**config.mk**
```make
export PLATFORM = sky130hd
export DESIGN_NAME = video_timing
export DESIGN_NICKNAME = d
export VERILOG_FILES = /design/src/rtl/video_timing.sv
export SDC_FILE = /design/constraint.sdc
export NUM_CORES = 1
export LEC_CHECK = 0
export CAP_MARGIN = 20
export CELL_PAD_IN_SITES_DETAIL_PLACEMENT = 0
export CELL_PAD_IN_SITES_GLOBAL_PLACEMENT = 2
export CORE_MARGIN = 8
export CORE_UTILIZATION = 35
export DETAILED_ROUTE_END_ITERATION = 10
export MAX_ROUTING_LAYER = met4
export PLACE_DENSITY_LB_ADDON = 0.12
export SYNTH_ARGS = -nofsm -noshare
export SYNTH_HDL_FRONTEND = slang
export SYNTH_SLANG_ARGS = --single-unit
```
**constraint.sdc**
```tcl
create_clock -name clk -period 5 [get_ports clk]
set_input_delay 1 -clock clk [delete_from_list [all_inputs] [get_ports clk]]
set_output_delay 1 -clock clk [all_outputs]
set_load 0.1 [all_outputs]
```
**src/rtl/video_timing.sv**
```systemverilog
// +----------------------------------------------------------------------------+
// | video_timing: raster counters, x/y decode for the overlay, and sync/DE     |
// | delayed to line up with the overlay's pixel_data_in return.                |
// | Revision: 1.0                                                              |
// +----------------------------------------------------------------------------+
`timescale 1ns/1ps
`default_nettype none

module video_timing #(
    parameter int unsigned H_ACTIVE      = 800,
    parameter int unsigned H_FP          = 40,
    parameter int unsigned H_SYNC        = 128,
    parameter int unsigned H_BP          = 88,
    parameter int unsigned V_ACTIVE      = 600,
    parameter int unsigned V_FP          = 1,
    parameter int unsigned V_SYNC        = 4,
    parameter int unsigned V_BP          = 23,
    parameter bit          HSYNC_POL     = 1'b1,
    parameter bit          VSYNC_POL     = 1'b1,
    parameter int unsigned PIXEL_LATENCY = 1
) (
    input  logic       clk,
    input  logic       rst,
    output logic [9:0] x,
    output logic [9:0] y,
    output logic       active,
    input  logic [2:0] pixel_data_in,
    output logic       hsync,
    output logic       vsync,
    output logic       de,
    output logic [2:0] rgb,
    output logic       frame_start
);

    localparam logic [10:0] c_H_ACTIVE   = 11'(H_ACTIVE);
    localparam logic [10:0] c_HS_START   = 11'(H_ACTIVE + H_FP);
    localparam logic [10:0] c_HS_END     = 11'(H_ACTIVE + H_FP + H_SYNC);
    localparam logic [10:0] c_H_LAST     = 11'(H_ACTIVE + H_FP + H_SYNC + H_BP - 1);
    localparam logic [10:0] c_V_ACTIVE   = 11'(V_ACTIVE);
    localparam logic [10:0] c_VS_START   = 11'(V_ACTIVE + V_FP);
    localparam logic [10:0] c_VS_END     = 11'(V_ACTIVE + V_FP + V_SYNC);
    localparam logic [10:0] c_V_LAST     = 11'(V_ACTIVE + V_FP + V_SYNC + V_BP - 1);

    generate
        if (PIXEL_LATENCY > 7 || H_ACTIVE > 1024 || V_ACTIVE > 1024) begin : g_param_check
            $error("video_timing: PIXEL_LATENCY must be 0..7 and H_ACTIVE/V_ACTIVE <= 1024");
        end
    endgenerate

    logic [10:0] r_h_cnt;
    logic [10:0] r_v_cnt;
    logic        r_hsync;
    logic        r_vsync;
    logic        r_de;
    logic [2:0]  r_rgb;
    logic        r_frame_start;

    logic        w_h_active;
    logic        w_v_active;
    logic [2:0]  w_sync_raw;
    logic [2:0]  w_sync_dly;

    always_ff @(posedge clk or posedge rst) begin
        if (rst) begin
            r_h_cnt <= '0;
            r_v_cnt <= '0;
        end else if (r_h_cnt == c_H_LAST) begin
            r_h_cnt <= '0;
            r_v_cnt <= (r_v_cnt == c_V_LAST) ? 11'd0 : r_v_cnt + 11'd1;
        end else begin
            r_h_cnt <= r_h_cnt + 11'd1;
        end
    end

    assign w_h_active = (r_h_cnt < c_H_ACTIVE);
    assign w_v_active = (r_v_cnt < c_V_ACTIVE);

    assign active = w_h_active && w_v_active;
    assign x      = w_h_active ? r_h_cnt[9:0] : 10'd0;
    assign y      = w_v_active ? r_v_cnt[9:0] : 10'd0;

    // Pipeline carries polarity-free "asserted" flags: {hsync, vsync, de}.
    assign w_sync_raw = {(r_h_cnt >= c_HS_START) && (r_h_cnt < c_HS_END),
                         (r_v_cnt >= c_VS_START) && (r_v_cnt < c_VS_END),
                         w_h_active && w_v_active};

    generate
        if (PIXEL_LATENCY == 0) begin : g_no_delay
            assign w_sync_dly = w_sync_raw;
        end else begin : g_delay
            logic [2:0] r_pipe [0:PIXEL_LATENCY-1];

            always_ff @(posedge clk or posedge rst) begin
                if (rst) begin
                    for (int i = 0; i < PIXEL_LATENCY; i++) begin
                        r_pipe[i] <= 3'b000;
                    end
                end else begin
                    r_pipe[0] <= w_sync_raw;
                    for (int i = 1; i < PIXEL_LATENCY; i++) begin
                        r_pipe[i] <= r_pipe[i-1];
                    end
                end
            end

            assign w_sync_dly = r_pipe[PIXEL_LATENCY-1];
        end
    endgenerate

    always_ff @(posedge clk or posedge rst) begin
        if (rst) begin
            r_hsync       <= ~HSYNC_POL;
            r_vsync       <= ~VSYNC_POL;
            r_de          <= 1'b0;
            r_rgb         <= 3'b000;
            r_frame_start <= 1'b0;
        end else begin
            r_hsync       <= w_sync_dly[2] ? HSYNC_POL : ~HSYNC_POL;
            r_vsync       <= w_sync_dly[1] ? VSYNC_POL : ~VSYNC_POL;
            r_de          <= w_sync_dly[0];
            r_rgb         <= w_sync_dly[0] ? pixel_data_in : 3'b000;
            // Fires on the wrap into (0,0), so never for the origin held by reset.
            r_frame_start <= (r_h_cnt == c_H_LAST) && (r_v_cnt == c_V_LAST);
        end
    end

    assign hsync       = r_hsync;
    assign vsync       = r_vsync;
    assign de          = r_de;
    assign rgb         = r_rgb;
    assign frame_start = r_frame_start;

endmodule

`default_nettype wire
```
### Clock distribution

Drawn at 6 px/um.
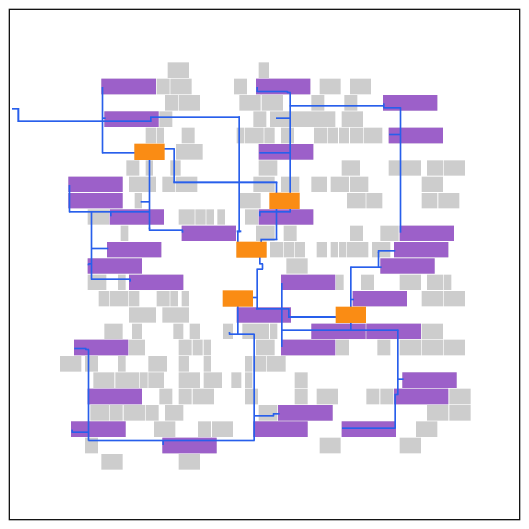
Key: purple = flip-flops [count 32]; orange = cells driving clock nets [count 5]; blue = clock wires [length 463 um]
Position of the flops: widely spread. There are 6 routed clock nets.
Clock Power Share: 46.3%
clk pwr: 0.243 mW
Setup Skew: 6.25 ps

### Gate-type map

Drawn at 4 px/um.
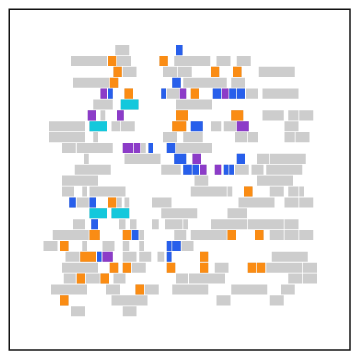
Key: purple = inverting AOI/OAI gates [cells 12, most used a21oi_1]; cyan = adder and majority cells [cells 4, most used ha_1]; blue = NAND gates [cells 24, most used nand2_1]; orange = AND and OR gates [cells 30, most used and2_1]
multi-input combinational area share: 36.8%
post-route non-filler standard cell count: 243

### Signal wires by layer

Drawn at 3 px/um. Only two layers are drawn.
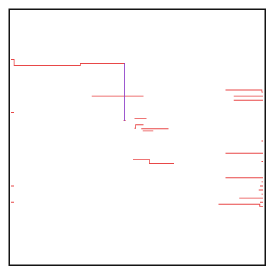
Key: red = met3 [wire length 176 um]; purple = met4 [wire length 19.0 um]

==> reports/qor.yml <==
run_status:
  status: "finished, final reports clean"
hold_path:
  hp-start: "g_delay.r_pipe[1]"
  holdPathStages: 0
  min_path_type: "flop to flop"
setup_path:
  critPathLaunchType: "flop"
  r2r_start: "r_h_cnt[0]"
  critPathMaxFanout: 11
  critical_path_arrival_ps: 2930
placement:
  gp_congestion: 0.725
  placed_cell_area_sq_um: 1990
  dp_slack_ps: 1350
  port_buffers: 32
yosys:
  synth_cells: 156
  ys_seq_share_pct: 48.3
  yosys-stat-area_sq_um: 1660
  yosys.area.top_type_share_pct: 48.3
  avgSynthCellArea_sq_um: 10.6
  yosys.area.top_type: "dfrtp_1"
finish:
  fin_area_sq_um: 2090
  fin_nets: 197
  fin_util_pct: 44.9
  antenna_cells: 0
  regArea_sq_um: 801
global_routing:
  grt_max_degree: 33
  overflow: 0
  grt_usage_pct: 11.1
  first_global_vias: 1252
route:
  drtIter0Drc: 94
  wirelength_um: 3700
  vias: 1227
  wl_per_cell_um: 15.2
  viasPerCell: 5.05
  drcViolationCount: 0
  drt_first_pass_iters: 4
  final_antenna_net_count: 0
final_timing:
  max_freq_mhz: 255
  fin_crit_sh_pct: 78.5
  setup_viol: 0
  rsz0062_at_grt: "no"
  fin_crit_ps: 3930
  slew_headroom_pct: 34.4
  hold_slack_ps: 362
  hold_viol_final: 0
  setup_ws_ps: 1070
cts:
  cts-root-buf: "clkbuf_8"
  cts_tree: "built"
  clockBufferDepth: 2
  clk_pin_slew_ps: 70
  cts_resized: 0
  post_cts_buffers: 0
floorplanning:
  core-area_sq_um: 4660
  chipArea_sq_um: 7200
  rows: 25
  fp_util_pct: 35.6
  die_h_um: 84.8
pwr:
  power_leakage_nw: 0.912
  max-vdd-ir-drop_uv: 102
### I/O pins on the die edge

Drawn at 4 px/um. Pins as bars across the die edge, other pins in grey.
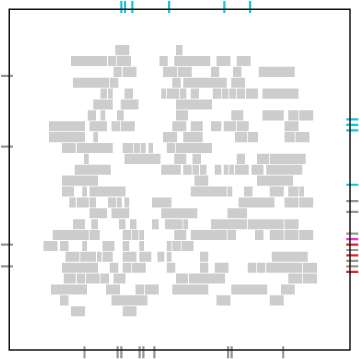
Key: magenta = de [pins 1, direction output, edge east]; cyan = y [pins 10, direction output, edge 6 north, 4 east]; red = pixel_data_in [pins 3, direction input, edge east]
All pins by edge: 14 east, 9 south, 6 north, 4 west.

### The clock network

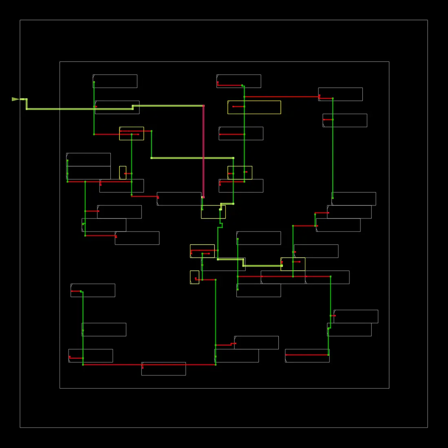
CTS Buf Count: 5
worst skew pair latency: 280 ps

## area by class of cell
class | count | share of cell area, %
tap | 54 | 3.23
timing repair buffer | 33 | 15.7
multi-input combinational | 111 | 36.8
inverter | 5 | 0.897
sequential | 32 | 38.3
clock inverter | 2 | 1.67
clock buffer | 6 | 3.47
## state kept, by name, indices dropped and copies added (netlist names)
name / flops
hsync: 1
frame_start: 1
g_delay.r_pipe: 3
vsync: 1
r_h_cnt: 11
de: 1
r_v_cnt: 11
rgb: 3
## metal layers
| metal | vias to the layer above | GRT usage, % | share of wire (%) |
|---|---|---|---|
| met2 | 30 | 17.4 | 46 |
| met3 | 2 | 3.47 | 4.8 |
| li1 | 603 | - | - |
| met4 | 0 | 3.40 | 0.51 |
| met5 | - | - | 0 |
| met1 | 592 | 13.3 | 49 |
## path summary, 6_finish.rpt
kind                         endpoint  slack (ps)
min in group asynchronous  r_v_cnt[7]        1110
max in group asynchronous  r_v_cnt[0]        3590
min reg2reg                     vsync         360
max                            active        1070
max reg2reg                r_v_cnt[2]        3080
min                             vsync         360
## worst max-delay path, cell delays in order (launching register included)
cell and delay (ps):
dfrtp_1 490, a21o_1 200, a211o_1 300, a21oi_2 300, and2_1 210, clkdlybuf4s50_1 1140
## stage by stage
stage / total power [mW] / instances
floorplan: 0.279 / 156
global placement: 0.287 / 235
detailed placement: 0.287 / 235
CTS: 0.535 / 243
global route: 0.547 / 243
finish: 0.525 / 243
## cell families after synthesis
group / count (synthesis) / share of synthesized area, %
buffers and inverters: 13 / 5.21
DFF: 32 / 48.3
xor gates and xnor gates: 14 / 7.40
and+or+nand+nor: 75 / 28.5
muxes: 3 / 1.81
AOI/OAI and AO/OA: 15 / 5.81
adders and majority gates: 4 / 3.02
## synth_stat cells (all sizes together)
| cell type | n |
|---|---|
| nor4bb | 2 |
| and2 | 20 |
| nor2 | 7 |
| and3 | 6 |
| nor3b | 4 |
| nand2b | 1 |
| a21oi | 5 |
| ha | 4 |
| buf | 7 |
| nand4 | 6 |
| o21ai | 3 |
| a31oi | 1 |
| o31a | 1 |
| a21o | 1 |
| dfrtp | 32 |
| o22ai | 1 |
| and4b | 1 |
| xor2 | 7 |
| o31ai | 2 |
| nor4 | 1 |
| a211o | 1 |
| nor3 | 6 |
| nand4b | 2 |
| xnor2 | 7 |
| and4 | 3 |
| inv | 5 |
| nand2 | 8 |
| nor4b | 1 |
| nand3 | 7 |
| mux2i | 3 |
| clkbuf | 1 |
## power breakdown
group / total [mW] / internal [mW] / switching [mW]
Combinational: 0.0214 / 0.00590 / 0.0155
Sequential: 0.260 / 0.260 / 0.000305
Clock: 0.243 / 0.148 / 0.0952
Total: 0.525 / 0.414 / 0.111
Power figures rest on the tool's default switching activity, not on a simulated workload.
